<file path="src/rtl/dpram_pkg.sv">
// Shared constants and helpers for the byte-lane dual-port RAM.
package dpram_pkg;

  localparam int unsigned RDW_READ_FIRST  = 0;
  localparam int unsigned RDW_WRITE_FIRST = 1;

  // Widest word the merge helper handles; callers zero-extend and truncate.
  localparam int unsigned MAX_DATA = 512;

  typedef logic [MAX_DATA-1:0] word_t;

  function automatic int unsigned lanes(input int unsigned data, input int unsigned lane);
    return data / lane;
  endfunction

  // Take new_word bits on lanes whose write enable is set, old_word elsewhere.
  function automatic word_t merge_word(input word_t old_word, input word_t new_word,
                                       input word_t we, input int unsigned lane);
    word_t merged;
    merged = old_word;
    for (int unsigned i = 0; i < MAX_DATA; i++) begin
      if (we[i / lane]) merged[i] = new_word[i];
    end
    return merged;
  endfunction

endpackage

</file>
<file path="src/rtl/dpram_be_outreg.sv">
// Optional output register stage carrying read data, valid and a pulse flag.
module dpram_be_outreg #(
  parameter int unsigned W     = 16,
  parameter int unsigned STAGE = 0
) (
  input  logic         clk,
  input  logic         rst,
  input  logic [W-1:0] pre_data,
  input  logic         pre_valid,
  input  logic         pre_flag,
  output logic [W-1:0] post_data,
  output logic         post_valid,
  output logic         post_flag
);

  logic [W-1:0] data_q;
  logic         valid_q;
  logic         flag_q;

  // Data only advances on a valid result so the port output holds between reads.
  always_ff @(posedge clk) begin
    if (rst) begin
      data_q  <= '0;
      valid_q <= 1'b0;
      flag_q  <= 1'b0;
    end else begin
      valid_q <= pre_valid;
      flag_q  <= pre_flag;
      if (pre_valid) data_q <= pre_data;
    end
  end

  assign post_data  = (STAGE != 0) ? data_q  : pre_data;
  assign post_valid = (STAGE != 0) ? valid_q : pre_valid;
  assign post_flag  = (STAGE != 0) ? flag_q  : pre_flag;

endmodule

</file>
<file path="src/rtl/dpram_be.sv">
// True dual-port RAM with byte-lane writes, read-during-write mode and collision flag.
module dpram_be
  import dpram_pkg::*;
#(
  parameter int unsigned DATA     = 16,
  parameter int unsigned ADDR     = 5,
  parameter int unsigned LANE     = 8,
  parameter int unsigned RDW_MODE = RDW_READ_FIRST,
  parameter int unsigned OUT_REG  = 0,
  localparam int unsigned LANES   = lanes(DATA, LANE)
) (
  input  logic              clK,
  input  logic              rst,
  input  logic              a_port_EN,
  input  logic [LANES-1:0]  a_port_WR,
  input  logic [ADDR-1:0]   a_port_ADDR,
  input  logic [DATA-1:0]   a_port_data_IN,
  output logic [DATA-1:0]   a_port_data_OUT,
  output logic              a_port_VALID,
  input  logic              b_port_EN,
  input  logic [LANES-1:0]  b_port_WR,
  input  logic [ADDR-1:0]   b_port_ADDR,
  input  logic [DATA-1:0]   b_port_data_IN,
  output logic [DATA-1:0]   b_port_data_OUT,
  output logic              b_port_VALID,
  output logic              collision
);

  localparam int unsigned DEPTH = 2 ** ADDR;

  if (LANE == 0 || (DATA % LANE) != 0) begin : g_bad_lane
    $error("dpram_be: DATA must be a nonzero multiple of LANE");
  end
  if (OUT_REG > 1) begin : g_bad_outreg
    $error("dpram_be: OUT_REG must be 0 or 1");
  end
  if (RDW_MODE > 1) begin : g_bad_rdw
    $error("dpram_be: RDW_MODE must be 0 or 1");
  end
  if (DATA > MAX_DATA) begin : g_bad_width
    $error("dpram_be: DATA exceeds MAX_DATA");
  end

  logic [DATA-1:0]  mem [DEPTH];
  logic [LANES-1:0] a_we, b_we;
  logic             same_addr;
  logic [DATA-1:0]  a_old, b_old, a_new, b_new, a_rd, b_rd;

  logic [DATA-1:0]  a_d1, b_d1;
  logic             a_v1, b_v1, coll1;
  logic             b_flag_unused;

  // a_new/b_new are the words after both writes of this edge, B applied last.
  always_comb begin
    a_we      = (a_port_EN && !rst) ? a_port_WR : '0;
    b_we      = (b_port_EN && !rst) ? b_port_WR : '0;
    same_addr = (a_port_ADDR == b_port_ADDR);
    a_old     = mem[a_port_ADDR];
    b_old     = mem[b_port_ADDR];
    a_new     = DATA'(merge_word(word_t'(a_old), word_t'(a_port_data_IN), word_t'(a_we), LANE));
    if (same_addr) begin
      a_new = DATA'(merge_word(word_t'(a_new), word_t'(b_port_data_IN), word_t'(b_we), LANE));
      b_new = a_new;
    end else begin
      b_new = DATA'(merge_word(word_t'(b_old), word_t'(b_port_data_IN), word_t'(b_we), LANE));
    end
    a_rd = (RDW_MODE == RDW_WRITE_FIRST) ? a_new : a_old;
    b_rd = (RDW_MODE == RDW_WRITE_FIRST) ? b_new : b_old;
  end

  always_ff @(posedge clK) begin
    for (int unsigned i = 0; i < LANES; i++) begin
      if (a_we[i]) mem[a_port_ADDR][i*LANE +: LANE] <= a_port_data_IN[i*LANE +: LANE];
      if (b_we[i]) mem[b_port_ADDR][i*LANE +: LANE] <= b_port_data_IN[i*LANE +: LANE];
    end
  end

  always_ff @(posedge clK) begin
    if (rst) begin
      a_d1  <= '0;
      b_d1  <= '0;
      a_v1  <= 1'b0;
      b_v1  <= 1'b0;
      coll1 <= 1'b0;
    end else begin
      a_v1  <= a_port_EN;
      b_v1  <= b_port_EN;
      coll1 <= a_port_EN && b_port_EN && same_addr && ((|a_port_WR) || (|b_port_WR));
      if (a_port_EN) a_d1 <= a_rd;
      if (b_port_EN) b_d1 <= b_rd;
    end
  end

  // Collision rides in port A's stage so it stays aligned with both VALIDs.
  dpram_be_outreg #(.W(DATA), .STAGE(OUT_REG)) u_out_a (
    .clk        (clK),
    .rst        (rst),
    .pre_data   (a_d1),
    .pre_valid  (a_v1),
    .pre_flag   (coll1),
    .post_data  (a_port_data_OUT),
    .post_valid (a_port_VALID),
    .post_flag  (collision)
  );

  dpram_be_outreg #(.W(DATA), .STAGE(OUT_REG)) u_out_b (
    .clk        (clK),
    .rst        (rst),
    .pre_data   (b_d1),
    .pre_valid  (b_v1),
    .pre_flag   (1'b0),
    .post_data  (b_port_data_OUT),
    .post_valid (b_port_VALID),
    .post_flag  (b_flag_unused)
  );

endmodule

</file>
<file path="config.mk">
export PLATFORM = sky130hd
export DESIGN_NAME = dpram_be
export DESIGN_NICKNAME = d
export VERILOG_FILES = /design/src/rtl/dpram_pkg.sv /design/src/rtl/dpram_be_outreg.sv /design/src/rtl/dpram_be.sv
export SDC_FILE = /design/constraint.sdc
export NUM_CORES = 1
export LEC_CHECK = 0
export CAP_MARGIN = 15
export CORE_MARGIN = 5
export CORE_UTILIZATION = 40
export DETAILED_ROUTE_END_ITERATION = 7
export PLACE_DENSITY = 0.54
export SLEW_MARGIN = 0
export SYNTH_ARGS = -nofsm -noshare
export SYNTH_HDL_FRONTEND = slang
export SYNTH_SLANG_ARGS = --single-unit
</file>
<file path="constraint.sdc">
create_clock -name clK -period 5.1 [get_ports clK]
set_input_delay 1.02 -clock clK [delete_from_list [all_inputs] [get_ports clK]]
set_output_delay 1.02 -clock clK [all_outputs]
set_load 0.02 [all_outputs]
</file>
Fig. 1: run 1, M1 wires
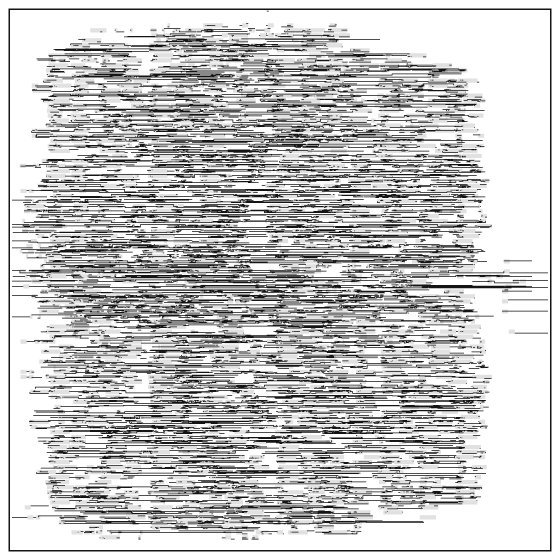
The wires run mostly horizontal. The layer carries 48.6 mm of wire. The layer holds 44% of the routed length. 2124 nets have wire on it. The longest straight run is 84.6 um.

Fig. 2: run 1, signal wires on met2
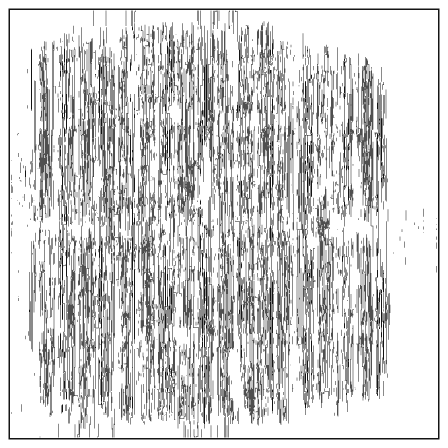
The wires run mostly vertical. The longest straight run is 149 um.

Fig. 3: run 1, signal wires on met4
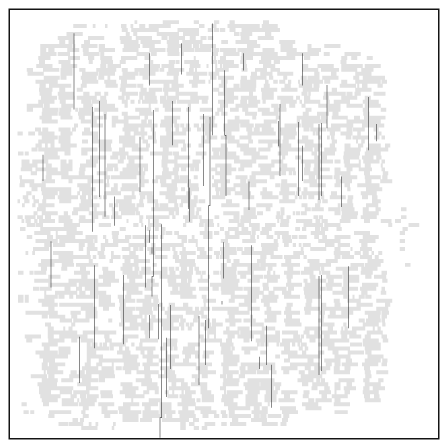
The longest straight run is 132 um. The wires run mostly vertical. The layer holds 2.1% of the routed length. The layer carries 2290 um of wire. 35 nets have wire on it.
overall routed net length: 109 mm
detailed-route via count: 20700

run 1: registers in the layout, indices dropped and copies added (netlist names):
signal	count
coll1	1
b_d1	16
mem	512
a_v1	1
b_v1	1
a_d1	16
run 1: layer usage:
metal  vias up  global-route usage, %
li1       8711                      -
met1     10900                   37.4
met2       940                   38.2
met3       127                   5.18
met4         2                   5.13
met5         -                      0
run 1: final timing paths:
path                       start          end  slack, ns
setup reg to reg     mem[13][14]     a_d1[14]       2.71
setup / recovery  b_port_ADDR[2]  mem[23][13]       1.63
hold / removal          b_d1[12]     b_d1[12]       0.51
hold reg to reg         b_d1[12]     b_d1[12]       0.51
run 1: layout make-up:
class                   count  area (um^2)  share of cell area, %
multi-input cells        1327        14800                   41.4
diodes                      1         2.50                0.00700
inverters                   2         7.51                 0.0210
clock inverters            28          179                  0.501
clock buffers              84         1620                   4.54
repair buffers            210         1730                   4.85
well taps                1050         1310                   3.68
flip-flops and latches    547        16100                   45.0
run 1: cell usage after synthesis (all sizes together), types with 2 or more instances:
library cell,instances
nand2,58
o22ai,62
a211oi,29
or3,5
a22oi,76
mux2,516
nor4,2
nand4,2
nand4bb,2
mux2i,95
nor2b,35
and2,3
buf,91
and3b,5
nor2,83
edfxtp,512
a221oi,18
a2bb2oi,2
mux4,192
a311oi,32
inv,2
and3,2
clkbuf,137
nor3b,7
dfxtp,35
xor2,4
a22o,18
o311a,14
or3b,6
nand3,8
o21ai,33
nand3b,6
nor3,4
run 1: cell families (layout without fill, tap and decap cells):
| kind of cell | count (synthesis) | count (layout) | share of synthesized area (%) |
|---|---|---|---|
| buffers and inverters | 230 | 324 | 3.39 |
| flip-flops | 547 | 547 | 50.3 |
| AND/OR/NAND/NOR | 232 | 232 | 4.68 |
| AND-OR/OR-AND | 287 | 287 | 6.67 |
| XOR/XNOR | 5 | 5 | 0.137 |
| multiplexers | 803 | 803 | 34.8 |
| other | 0 | 1 | 0 |
run 1: power by group:
part	total (mW)	leakage (nW)	switching, mW	internal [mW]
combinational	1.23	5.80	0.730	0.502
sequential	5.01	4.90	0.0435	4.96
clock	4.11	0.877	1.81	2.30
run 1: critical path, stage by stage:
cell and delay [ns]:
clkdlybuf4s50_1 0.94, nand3b_1 0.76, nor2_2 0.69, mux2_2 0.40
==> run summary, run 1 <==
Results of the implementation run.

The run finished with clean final reports. The post-route report lists met1 wire length as about 50 mm. The worst hold path stage count came out at 2. The report puts the cell count of the worst reg-to-reg path at 4. At the pin with the least slew margin, the transition time is 1.14 ns. The TritonCTS clock tree is yes. The first-pass GRT wire length came out at approximately 160 mm. The count of endpoints failing hold in the final timing report is 0. The number of warnings in the stage logs is 26. The detailed-route vias per instance is around 6.4. The total nets after synthesis is between 2000 and 2500. The final antenna-violating net count is 0.

The horizontal extent of the die came out at ~300 um. The iteration tally of the first detailed-router pass came out at 6. The routed layout reports a DRC error count of 0. The number of nets at the end of the flow is between 2000 and 2500. The synthesized design contains between 500 and 600 register bits. The count of flip-flops with a built-in enable after synthesis came out at 512.

The worst setup path is of the in2reg kind. Looking at the worst setup and hold paths, the clock pins of their registers show a slew of 0.06 ns. Per the summary, power density relative to cell area is between 200 and 300 nW/um^2. The row count is 103. Setup repair after global routing left no endpoint under its margin. The share of synthesized area occupied by flip-flops and latches came out at 50.3%. In this run the clock root is driven by a clkbuf_16.

STA classifies the critical path startpoint as an input pin. The first routing iteration left between 2000 and 2500 violations. The final standard cell area without fillers is 35700 um^2.

The distinct cell type count after synthesis is roughly 57. For this run, the chip area from Yosys synthesis comes to 31900 um^2. The worst slack after detailed placement is 0.889 ns. The number of antenna violations at the first check in global routing is 2. For this configuration, the core starts out at a cell density of between 40 and 50%. The H-tree depth came out at 2. The quantity of I/O buffers inserted on ports came out at about 84. The async set-or-reset flop fraction in the synthesized netlist came out at 0%. The biggest fanout along the worst timing path is 16. The worst setup path is captured at a flip-flop. The detailed placement HPWL came out at a little over 70 mm. Cells with a size suffix above 1 make up about 45% of the layout. Among all flip-flop cells after synthesis, the most frequent one is edfxtp_1. The number of standard cells reported by yosys is 2104. The synthesis report lists the most area-consuming cells as edfxtp_1, mux2_2, mux4_2. The total placed instance area came out at about 34000 um^2.

Buffers inserted to repair hold after CTS numbered 0. The congestion estimate from routability-driven global placement came to 0.872. Compared with the post-synthesis result, the final layout area differs by 11.9%.

The flow reports an fmax of about 0.29 GHz. The leakage power of the design is between 10 and 15 nW. The clock arrives with roughly 0.014 ns of skew. The global-route usage over all layers came out at about a quarter. The post-route clock period utilization is between 60% and 70%.

Per the CTS log, the buffer count on the longest clock path is 3. The total power came out at 10.3 mW. The worst setup slack after layout came out at roughly 1.6 ns. The number of max-cap violations came out at 0. A synthesized cell averages 15.2 um^2. Summed over all failing endpoints, the final setup total negative slack is 0 ns. The height of the chip is 293 um. Per the detail_route log, the uppermost layer with routed signals is met5. The instance count after placement with tap cells included came out at 3133.

The number of synthesis warnings is 0. For this sky-water flow run, the detailed-routed wirelength per cell is reported as roughly 34 um. The post-layout utilization of the core is a little under half. The shortest clock period the worst path allows after layout is about 3.5 ns. The area of the core region came out at about 80000 um^2. The wire length on met3 is 9.21 mm. In the layout the commonest cells are edfxtp_1, mux2_2, mux4_2.

The sum of met2 wire segment lengths after detailed routing came out at around 49 mm. The clock latency of the later-clocked register in the worst-skew pair came out at ~0.62 ns. Clock tree synthesis inserted a total of around 60 buffers.

The class of the tightest hold or removal check is reg2reg. The area enclosed by the die boundary is 85600 um^2. The number of max-slew violations in the final report came out at 0. The worst hold margin came out at roughly 0.51 ns. The worst endpoint data arrival time is roughly 3.8 ns. The area fraction of the dominant cell type after synthesis came out at between 40% and 50%. The number of setup violations in the final report is 0.

In this run the cell area of the synthesized design comes to around 32000 um^2. Entering global routing, the biggest net connects 80 pins. The worst slew margin relative to its limit is 23.2%. The most area-hungry cell type in the Yosys netlist is edfxtp_1. The synthesized instance count came out at roughly 2100. Per the repair_timing log after CTS, setup buffers inserted total 0. The fill cell instance count of the final layout came out at around 7100. By instance count after routing, the leading logic cell type is edfxtp_1.

The top-level port count is 85. The report lists the number of cells resized after CTS as 0. The final non-filler cell total came out at 3249.

The highest ir drop seen on vdd came out at 0.000257 V.
Fig. 4: run 1, cell area per tile
Bar = 100 um. 29 x 29 tiles, from dark blue (low) to red (high), 0 to 100% covered.
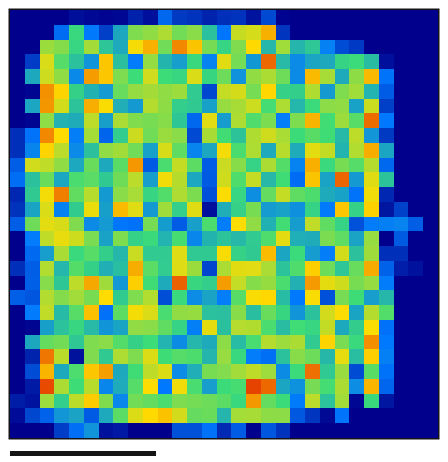

--- run 2 (diff from run 1) ---
- clock period: 5.1 -> 3.4 ns (I/O delays scaled with it)
Fig. 5: run 2, cell area per tile
Bar = 100 um. 29 x 29 tiles, from dark blue (low) to red (high), 0 to 100% covered.
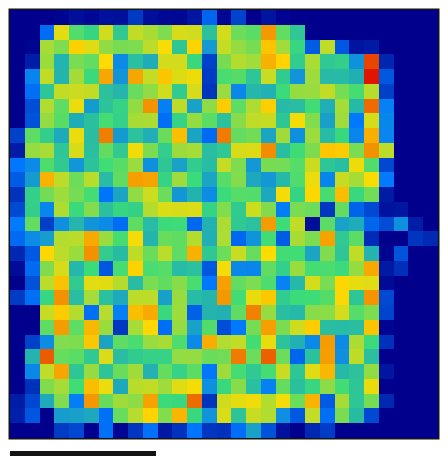
17% of the tiles are nearly empty. The fullest tile reaches 98%. 8.3% of the tiles are over 75% full. The mean over all tiles is 41%.
final core area utilization: 46.4%
core box area: 79100 um^2
initial core utilization: 40.3%

Fig. 6: run 2, M1 wires
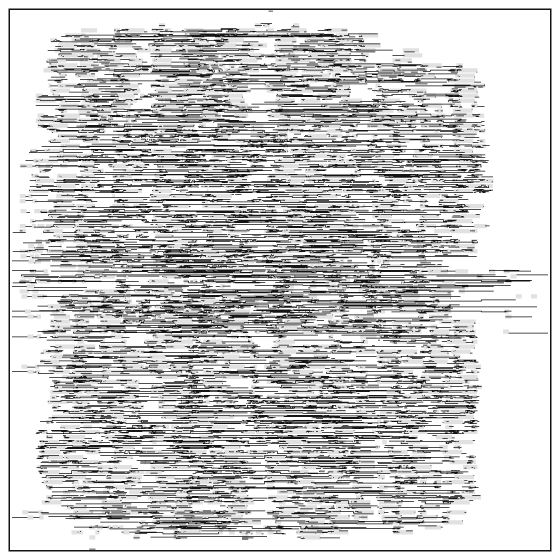
The longest straight run is 84.2 um. 2199 nets have wire on it. The wires run mostly horizontal. The layer carries 47.1 mm of wire.
detailed-route via count: 21100
met1 Resource Use GR: 36.3%

==> run 2 against run 1 <==
Worst setup slack got worse by 0.98 ns. Worst hold slack worse by 0.087 ns. Cell count rose by 2.2%. Combinational power up 56%. Global-route usage is 0.38 points lower. Via count is 1.8% higher. Register-to-register slack got worse by 1.4 ns. Largest power group unchanged. Highest routed layer unchanged.
==> run summary, run 2 <==
Results of the implementation run.

The run finished with clean final reports. The synthesized flop and latch total came out at 547 (unchanged). The number of flip-flops under the largest register name is 512 (unchanged). The global-route usage over all layers was 24.7% (-0.38 points). The clock-pin slew of the registers on the worst-case setup and hold paths is 0.06 ns (about the same). The horizontal extent of the die is 293 um (unchanged). The number of hold buffers added after cts came out at 0 (unchanged). The final antenna-violating net count is 0 (unchanged).

The iteration tally of the first detailed-router pass is 5 (-1). Of all cell types, the one taking the most synthesized area is edfxtp_1. The synthesized instance count came out at 2104 (unchanged). The report lists the cells along the critical path as clkdlybuf4s50_1 -> buf_4 -> or2_2 -> nor2_2 -> mux2_2. The share of power burned in the clock network came out at 41.5% (+1.8 points). The post-route clock period utilization is 81.0%. The internal power component came out at 12.1 mW (+56%). TritonCTS built the clock tree. The average cell area after synthesis was 15.2 um^2 (unchanged).

The net switching power is 3.96 mW (+53%). The chip area from the yosys synthesis statistics came out at 31900 um^2 (unchanged). The largest register by flop count is mem. The area fraction of the dominant cell type after synthesis is 48.2% (unchanged). The buffer levels on the longest clock path is 3 (unchanged).

The registers reported with the highest flop counts are mem (512), a_d1 (16), b_d1 (16). The worst slack after detailed placement came out at 0.0864 ns (-0.803 ns). The part of the total power dissipated in sequential elements came to 46.6% (-1.8 points). The flop-to-flop setup slack is 1.27 ns (-1.44 ns).

The detailed placement HPWL is 72.5 mm (+0.37%). The count of flip-flops with a built-in enable after synthesis is 512 (unchanged). The worst endpoint data arrival time came out at 3.13 ns (-0.71 ns). The worst setup path is captured at a flip-flop. The number of antenna violations at the first check in global routing is 2 (unchanged). The H-tree depth came to 2 (unchanged). The largest net degree at the start of global routing is 59 (-26%). The quantity of I/O buffers inserted on ports is 84 (unchanged). The part of the power in combinational logic came to 11.9% (about the same). The async set-or-reset flop fraction in the synthesized netlist came out at 0% (unchanged).

The netlist area before placement came out at 31900 um^2 (unchanged). The cell sitting at the root of the clock tree is a clkbuf_16. Setup repair after global routing left no endpoint under its margin.

The number of buffers added for setup after CTS came out at 0 (unchanged). The number of max-cap violations came out at 0 (unchanged). For reference, the most critical setup path is categorized as in2reg. The worst setup slack after layout is 0.647 ns (-0.983 ns). The height of the chip was 293 um (unchanged). The count of endpoints failing hold in the final timing report came out at 0 (unchanged). The number of max-slew violations in the final report is 0 (unchanged). The number of nets at the end of the flow came out at 2270 (+3.3%). The cell type of the slowest stage on the worst timing path is clkdlybuf4s50_1. The number of setup violations in the final report is 0 (unchanged). The actual slew at the worst max-slew pin came to 0.743 ns (-0.398 ns).

The row count came to 103 (unchanged). The most used flip-flop cell after synthesis is edfxtp_1. The flow measured a signed area growth from synthesis to layout of 14.9%. The synthesis report lists the most area-consuming cells as edfxtp_1, mux2_2, mux4_2. The number of remaining DRC errors came to 0 (unchanged). In the synthesized netlist, the cells that appear most often are edfxtp_1, mux2_2, mux4_2.

The buffer-and-inverter tally for the worst setup path is 2 (+1). The total power divided by cell area is 439 nW/um^2 (+52%). The number of warnings in the stage logs is 26 (unchanged). The initial DRC count is 2329 (+9.2%). The upper clock frequency limit came out at 0.363 GHz.

Among all cell types in the netlist, the one instantiated most often is edfxtp_1. The share of synthesized area occupied by flip-flops and latches is 50.3% (unchanged). Note that the worst hold path type here is in2reg. The layout cell share with drive strength beyond 1 is 46.9% (+1.6 points). The kind of cell with the highest combined delay along the critical path is buffers and inverters.

The accumulated negative setup slack came out at 0 ns (unchanged). The count of cells resized by post-cts repair is 0 (unchanged). The weighted congestion reported at the end of routability-driven placement came out at 0.878 (+0.68%). The top-level port count came out at 85 (unchanged).

The highest ir drop seen on vdd is 0.000314 V (+22%). The shortest clock period the worst path allows after layout is between 2 and 3 ns. The leakage power of the design is 12.0 nW (+4.1%).

The highest-count logic cell in the final layout is edfxtp_1. The number of synthesis warnings came out at 0 (unchanged). The startpoint type of the worst setup path is an input pin.

The detailed-route vias per instance came to 6.35 (-0.40%). The biggest fanout along the worst timing path is 9 (-7). The total clock buffers created by CTS came out at 60 (unchanged).
Fig. 7: run 2, signal wires on met2
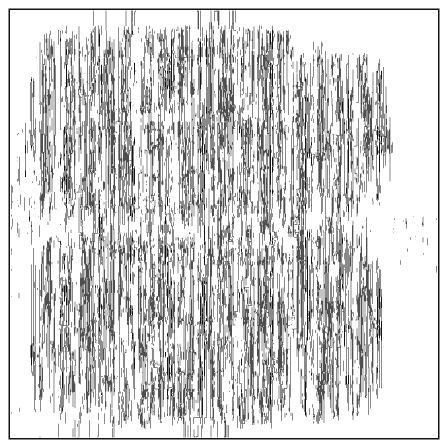
2069 nets have wire on it. The layer carries 49.0 mm of wire. The layer holds 45% of the routed length. The longest straight run is 90.4 um.
overall routed net length: 109 mm
GRT met2 Usage: 37.7%

==> run 2: per-layer routing <==
metal / vias to the layer above / GRT usage (%) / part of all wire, %
met5: - / 0 / 0.012
met1: 11100 / 36.3 / 43
met3: 147 / 5.32 / 9.4
li1: 8832 / - / -
met2: 989 / 37.7 / 45
met4: 2 / 5.86 / 2.5
==> run 2: cell type report <==
class	count	area, um^2
timing repair buffer	282	2500
fill	6984	42400
clock buffer	91	1780
clock inverter	21	213
tap	1050	1310
inverter	2	7.51
sequential	547	16100
multi-input combinational	1327	14800
==> run 2: final timing paths <==
kind,start,endpoint,cells after the start
min reg2reg,b_d1[11],b_d1[11],2
min,rst,a_v1,2
max,b_port_ADDR[4],mem[14][13],5
max reg2reg,mem[15][14],a_d1[14],4
==> run 2: per-stage QoR <==
stage	std cells	power [mW]	hold WS, ns	area, um^2
global route	3320	16.6	0.415	36700
CTS	3320	16.2	0.389	36700
finish	3320	16.1	0.418	36700
detailed placement	3208	9.54	0.508	34700
floorplan	2104	8.77	0.554	31900
global placement	3208	9.52	0.502	34700
==> run 2: cell families (layout without fill, tap and decap cells) <==
| logic type | Yosys count | count (layout) | synth area share, % |
|---|---|---|---|
| compound gates | 287 | 287 | 6.67 |
| xor+xnor | 5 | 5 | 0.137 |
| buf+inv | 230 | 396 | 3.39 |
| flops | 547 | 547 | 50.3 |
| mux | 803 | 803 | 34.8 |
| simple gates | 232 | 232 | 4.68 |
==> run 2: power groups by stage <==
stage | Clock [mW] | Combinational [mW] | Sequential, mW
global route | 7.04 | 2.00 | 7.51
floorplan | 0 | 1.12 | 7.65
global placement | 0 | 1.87 | 7.65
finish | 6.69 | 1.92 | 7.51
CTS | 6.78 | 1.90 | 7.50
detailed placement | 0 | 1.89 | 7.65
Power is estimated from default activity; no workload was simulated.
